**src/rtl/up_count_capture.sv**
```systemverilog
// Elapsed-tick measurement: Start clears and runs a saturating counter, Stop
// freezes the count into Captured and holds it until the consumer acknowledges.
module up_count_capture #(
    parameter int data_width = 4
) (
    input  logic                  CLK,
    input  logic                  RST,
    input  logic                  Start,
    input  logic                  Stop,
    input  logic                  Enable,
    input  logic                  Ack,
    output logic [data_width-1:0] count,
    output logic [data_width-1:0] Captured,
    output logic                  Valid,
    output logic                  Busy,
    output logic                  Overflow,
    output logic [1:0]            dbg_state
);

    // Handshake: Valid rises on the Stop edge and stays high until the first
    // edge with Ack=1; Captured is stable for the whole time Valid is high.
    typedef enum logic [1:0] {
        IDLE = 2'd0,
        RUN  = 2'd1,
        HOLD = 2'd2
    } state_t;

    localparam logic [data_width-1:0] COUNT_MAX = '1;

    state_t                state_q, state_d;
    logic [data_width-1:0] count_q, count_d;
    logic [data_width-1:0] captured_q, captured_d;
    logic                  overflow_q, overflow_d;

    always_comb begin
        state_d    = state_q;
        count_d    = count_q;
        captured_d = captured_q;
        overflow_d = overflow_q;
        case (state_q)
            IDLE: begin
                if (Start) begin
                    state_d    = RUN;
                    count_d    = '0;
                    overflow_d = 1'b0;
                end
            end
            RUN: begin
                // Stop captures the pre-increment value and beats Start/Enable.
                if (Stop) begin
                    state_d    = HOLD;
                    captured_d = count_q;
                end else if (Start) begin
                    count_d    = '0;
                    overflow_d = 1'b0;
                end else if (Enable) begin
                    if (count_q == COUNT_MAX) begin
                        overflow_d = 1'b1;
                    end else begin
                        count_d = count_q + 1'b1;
                    end
                end
            end
            HOLD: begin
                if (Ack) begin
                    state_d = IDLE;
                end
            end
            default: begin
                state_d = IDLE;
            end
        endcase
    end

    always_ff @(posedge CLK or posedge RST) begin
        if (RST) begin
            state_q    <= IDLE;
            count_q    <= '0;
            captured_q <= '0;
            overflow_q <= 1'b0;
        end else begin
            state_q    <= state_d;
            count_q    <= count_d;
            captured_q <= captured_d;
            overflow_q <= overflow_d;
        end
    end

    assign count     = count_q;
    assign Captured  = captured_q;
    assign Overflow  = overflow_q;
    assign Busy      = (state_q == RUN);
    assign Valid     = (state_q == HOLD);
    assign dbg_state = state_q;

endmodule

```
**config.mk**
```make
export PLATFORM = sky130hd
export DESIGN_NAME = up_count_capture
export DESIGN_NICKNAME = d
export VERILOG_FILES = /design/src/rtl/up_count_capture.sv
export SDC_FILE = /design/constraint.sdc
export NUM_CORES = 1
export LEC_CHECK = 0
export CORE_AREA = 2 2 39 41
export CTS_BUF_LIST = sky130_fd_sc_hd__clkbuf_8
export DETAILED_ROUTE_END_ITERATION = 12
export DIE_AREA = 0 0 41 43
export HOLD_SLACK_MARGIN = 0.08
export PLACE_DENSITY = 0.7
export RECOVER_POWER = 50
export SYNTH_ARGS = -nofsm -noshare
export SYNTH_HDL_FRONTEND = slang
export SYNTH_SLANG_ARGS = --single-unit
```
**constraint.sdc**
```tcl
create_clock -name CLK -period 1.9 [get_ports CLK]
set_input_delay 0.38 -clock CLK [delete_from_list [all_inputs] [get_ports CLK]]
set_output_delay 0.38 -clock CLK [all_outputs]
set_load 0.02 [all_outputs]
```
==> reports/summary.txt <==
Die area: 1760 sq um
Netlist area before placement: 515 sq um
Fin. max-slew vios: 0
Tally of buffers added on design ports: 18
Number of antenna violations at the first check in global routing: 0
Final setup violating endpoints: 0
Slew @ Worst Pin: 0.408 ns
Path length in cells of the critical path: 1
Vias post-DR: 452
Final routed DRC violation total: 0
Yosys cell count: 46
Launching point of the worst reg2reg path: dbg_state[1]
Initial cell density of the core: 0.373
Total net switching power: 386 uW
# nets final: 77
Power share of the combinational group: 0.436
Clock Path Buffers: 2
Type of the setup path with the least slack: flop to output pin
Post_cts resized: 1
First-iteration detailed-routing DRC count: 13
Area added between synthesis and finish: 48.8%
Capture instance of the worst register-to-register path: count[1]
Data arrival time of the critical path: 1.32 ns
Setup repair after global routing missed its margin: no
Seq/Total Area, Yosys: 0.534
Worst-Skew Late Latency: 0.24 ns
Number of hold-repair buffers added at the cts stage: 0
Via count of the first global-routing pass: 415
Largest net degree at the start of global routing: 12
Outcome: completed
Worst slew margin relative to its limit: 0.728
Worst setup path endpoint: dbg_state[0]
Kind of end point of the critical path: output pin
Clock power frac: 0.225
Leakage: 0.371 nW
Worst path bufs/invs: 1
Total setup buffers inserted after CTS: 0
Number of I/O pins: 19
CP delay by family, top: buffers and inverters
Sort of element at the start of the critical path: flop
Cell variety after synth: 23
Yosys warning total: 0
Slack of the worst reg-to-reg path: 0.54 ns
Post-DP HPWL: 790 um
Hold violation count in the final report: 0
Die extent in y: 43 um
Sequence of cells on the critical path: clkdlybuf4s50_1
Path category of the worst min-delay check: flop to flop
# diodes: 0
Flip-flop and latch count after synthesis: 11
Comb. cell area: 229 sq um
Final GP Congestion: 0.696
Cell count after synthesis: 46
Required time at the endpoint of the critical path: 1.52 ns
Cell-internal power: 654 uW
Switching Share: 0.371
Total congestion overflow: 0
Worst ir drop on vdd: 0.000595 V
Period Utilization, post-route: 0.893
Vias per inst: 5.32
Shortest clock period the worst path allows after layout: 1.70 ns
Fraction of power consumed by sequential logic: 0.339
Setup TNS after final layout: 0 ns
Worst-case clock skew: 0.00168 ns
Total power: 1.04 mW
Hold Crit Depth: 1
Max stage delay cell, worst path: sky130_fd_sc_hd__clkdlybuf4s50_1
Count of H-tree levels built during CTS: 1
CTS clock-pin slew for the worst setup and hold paths: 0.05 ns
Ratio of total power to cell area: 1360 nW/um^2
First-pass iteration count of the detailed router: 4
Wire length of the first global-routing pass: 1660 um
Maximum frequency from static timing analysis: 0.589 GHz
Cell area after placement: 723 sq um
CTS Buf Count: 3
Die span in x: 41 um
OpenROAD warnings: 26
Fraction of final layout cells sized beyond drive strength 1: 0.130
Filler Cells Inserted: 130
Clock tree root driver cell: sky130_fd_sc_hd__clkbuf_8
Maximum Capacitance Violations: 0
Post-detailed-routing wire length: 1110 um
Average footprint of a synthesized cell: 11.2 sq um
Post-route antenna net violation count: 0
Synthesized netlist net count: 53
Path depth of the worst reg2reg path: 3
Worst setup startpoint: dbg_state[0]
Stage delay of the slowest cell on the critical path: 0.64 ns
CTS tree: built
Maximum fanout encountered on the critical timing path: 8
Total clock sinks: 11
Area of the synthesized netlist per yosys stat: 515 sq um
## run 1: metrics by stage
step | cells | hold WS, ns | setup slack (ns) | utilization
3_3_place_gp | 81 | 0.489 | 0.191 | 0.523
2_1_floorplan | 46 | 0.232 | 0.359 | -
4_1_cts | 85 | 0.450 | 0.00528 | 0.555
3_5_place_dp | 81 | 0.494 | 0.147 | 0.523
5_1_grt | 85 | 0.530 | 0.151 | 0.554
6_report | 85 | 0.505 | 0.203 | 0.554
## run 1: synth_stat cells (all sizes together)
cell type | number | area share
ha | 1 | 0.024
a31o | 1 | 0.017
nand2 | 3 | 0.022
nand2b | 1 | 0.012
o22ai | 1 | 0.012
a21o | 1 | 0.015
o21a | 1 | 0.015
and3 | 2 | 0.024
and2 | 1 | 0.012
mux2i | 1 | 0.019
nor3b | 1 | 0.015
dfrtp | 11 | 0.53
inv | 3 | 0.022
or3b | 1 | 0.017
mux2 | 4 | 0.087
a21oi | 4 | 0.039
o21ai | 1 | 0.0097
nand4 | 1 | 0.012
a31oi | 3 | 0.036
o211a | 1 | 0.019
nand3 | 1 | 0.0097
nor2b | 1 | 0.012
and2b | 1 | 0.015
## run 1: worst min path at each step
stage | startpoint | endpoint | slack (ns)
2_1_floorplan | RST | Captured[0] | 0.23
3_3_place_gp | Captured[2] | Captured[2] | 0.49
3_5_place_dp | Captured[3] | Captured[3] | 0.49
4_1_cts | RST | Overflow | 0.45
5_1_grt | Captured[0] | Captured[0] | 0.53
6_report | Captured[3] | Captured[3] | 0.50
## run 1: cell type report
| type | instances | area share |
|---|---|---|
| Clock inverter | 1 | 0.00653 |
| Multi-Input combinational cell | 32 | 0.299 |
| Sequential cell | 11 | 0.359 |
| Timing Repair Buffer | 19 | 0.241 |
| Clock buffer | 3 | 0.0538 |
| Inverter | 3 | 0.0147 |
| Tap cell | 16 | 0.0261 |
## run 1: logic make-up (layout without fill, tap and decap cells)
group | Yosys count | count (layout) | synth area share
muxes | 5 | 5 | 0.107
DFF | 11 | 11 | 0.534
adders and majority gates | 1 | 1 | 0.0243
and+or+nand+nor | 13 | 13 | 0.151
AOI/OAI and AO/OA | 13 | 13 | 0.163
buffers and inverters | 3 | 26 | 0.0218
## run 1: sequential cells by signal (all words and copies together) (netlist names)
name / cells
count: 4
Overflow: 1
dbg_state: 2
Captured: 4
## run 1: layer usage
metal,share of wire,up-vias,track usage
met5,0,-,0
met4,0.014,0,0.100
met3,0.073,2,0.0314
met2,0.53,18,0.231
met1,0.39,220,0.148
li1,-,212,-
## run 1: power groups by stage
| stage | registers [mW] | logic, mW | clock network (mW) |
|---|---|---|---|
| floorplan | 0.412 | 0.199 | 0 |
| global placement | 0.356 | 0.468 | 0 |
| global route | 0.363 | 0.481 | 0.249 |
| detailed placement | 0.357 | 0.475 | 0 |
| finish | 0.353 | 0.454 | 0.234 |
| CTS | 0.353 | 0.467 | 0.240 |
## run 1: cells in the final DEF (no fill, tap or decap), drive strengths merged, types with 2 or more instances in the layout
cell | synthesis | layout
dfrtp | 11 | 11
nand2 | 3 | 3
a31oi | 3 | 3
mux2 | 4 | 4
clkbuf | 0 | 4
inv | 3 | 3
clkdlybuf4s50 | 0 | 15
a21oi | 4 | 4
and3 | 2 | 2
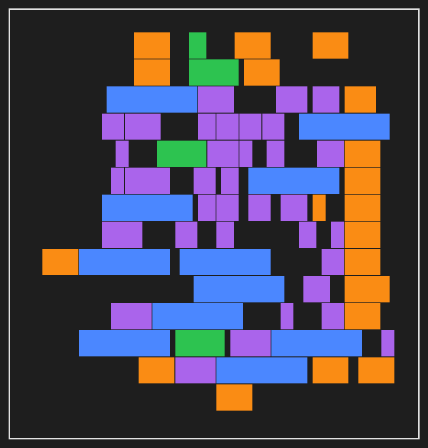
*Cells colored by class, run 1*
clock drivers and dummy loads -> green  # cells 4
other buffers and delay cells -> orange  # cells 19
all other logic -> purple  # cells 35
flip-flops -> blue  # cells 11
cell row count: 14
post-route design area: 767 sq um
flip-flop and latch share of the layout cell area: 0.359
CORE AREA: 1380 sq um
post-route core utilization: 0.554

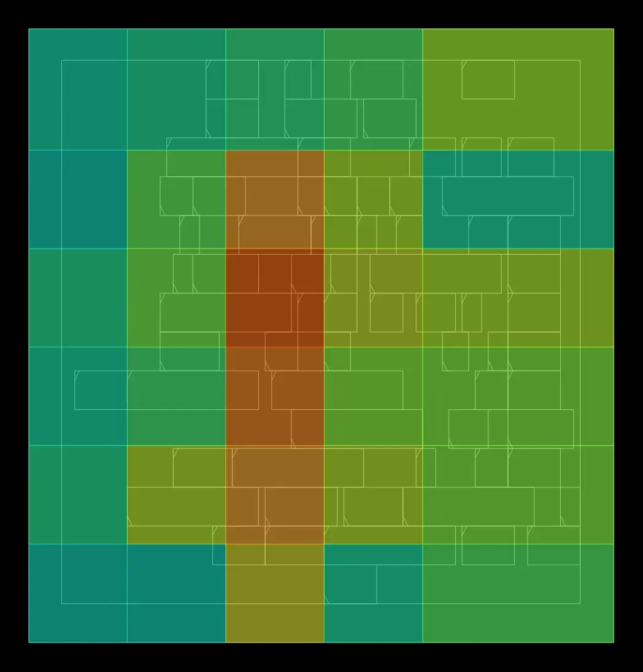
*Congestion heat map, run 1*
GR peak layer: met2
met1 capacity usage during global routing: 0.148
global router's overall resource usage: 0.142
Routed WL per cell: 13.0 um
met3 Resource Use GR: 0.0314

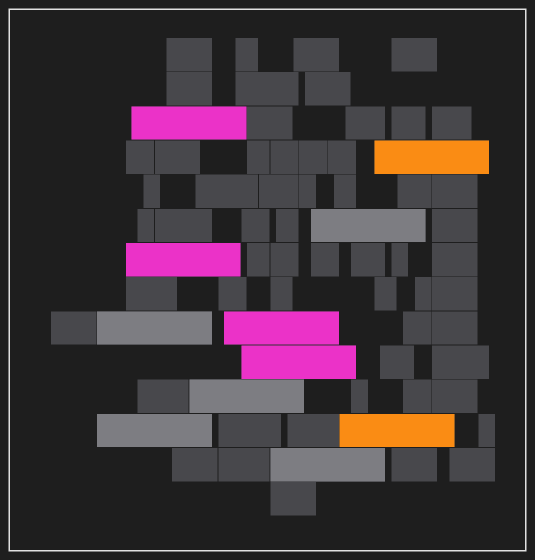
*Sequential cells colored by netlist name, run 1*
Other sequential cells in the stronger gray, the rest of the logic in the fainter gray.
`count` -> magenta  # sequential cells 4, where center
`dbg_state` -> orange  # sequential cells 2
not colored = 5
area used by sequential logic in the layout: 275 sq um
sequential logic power: 353 uW

No activity file was given, so power comes from the tool's default toggle rates.
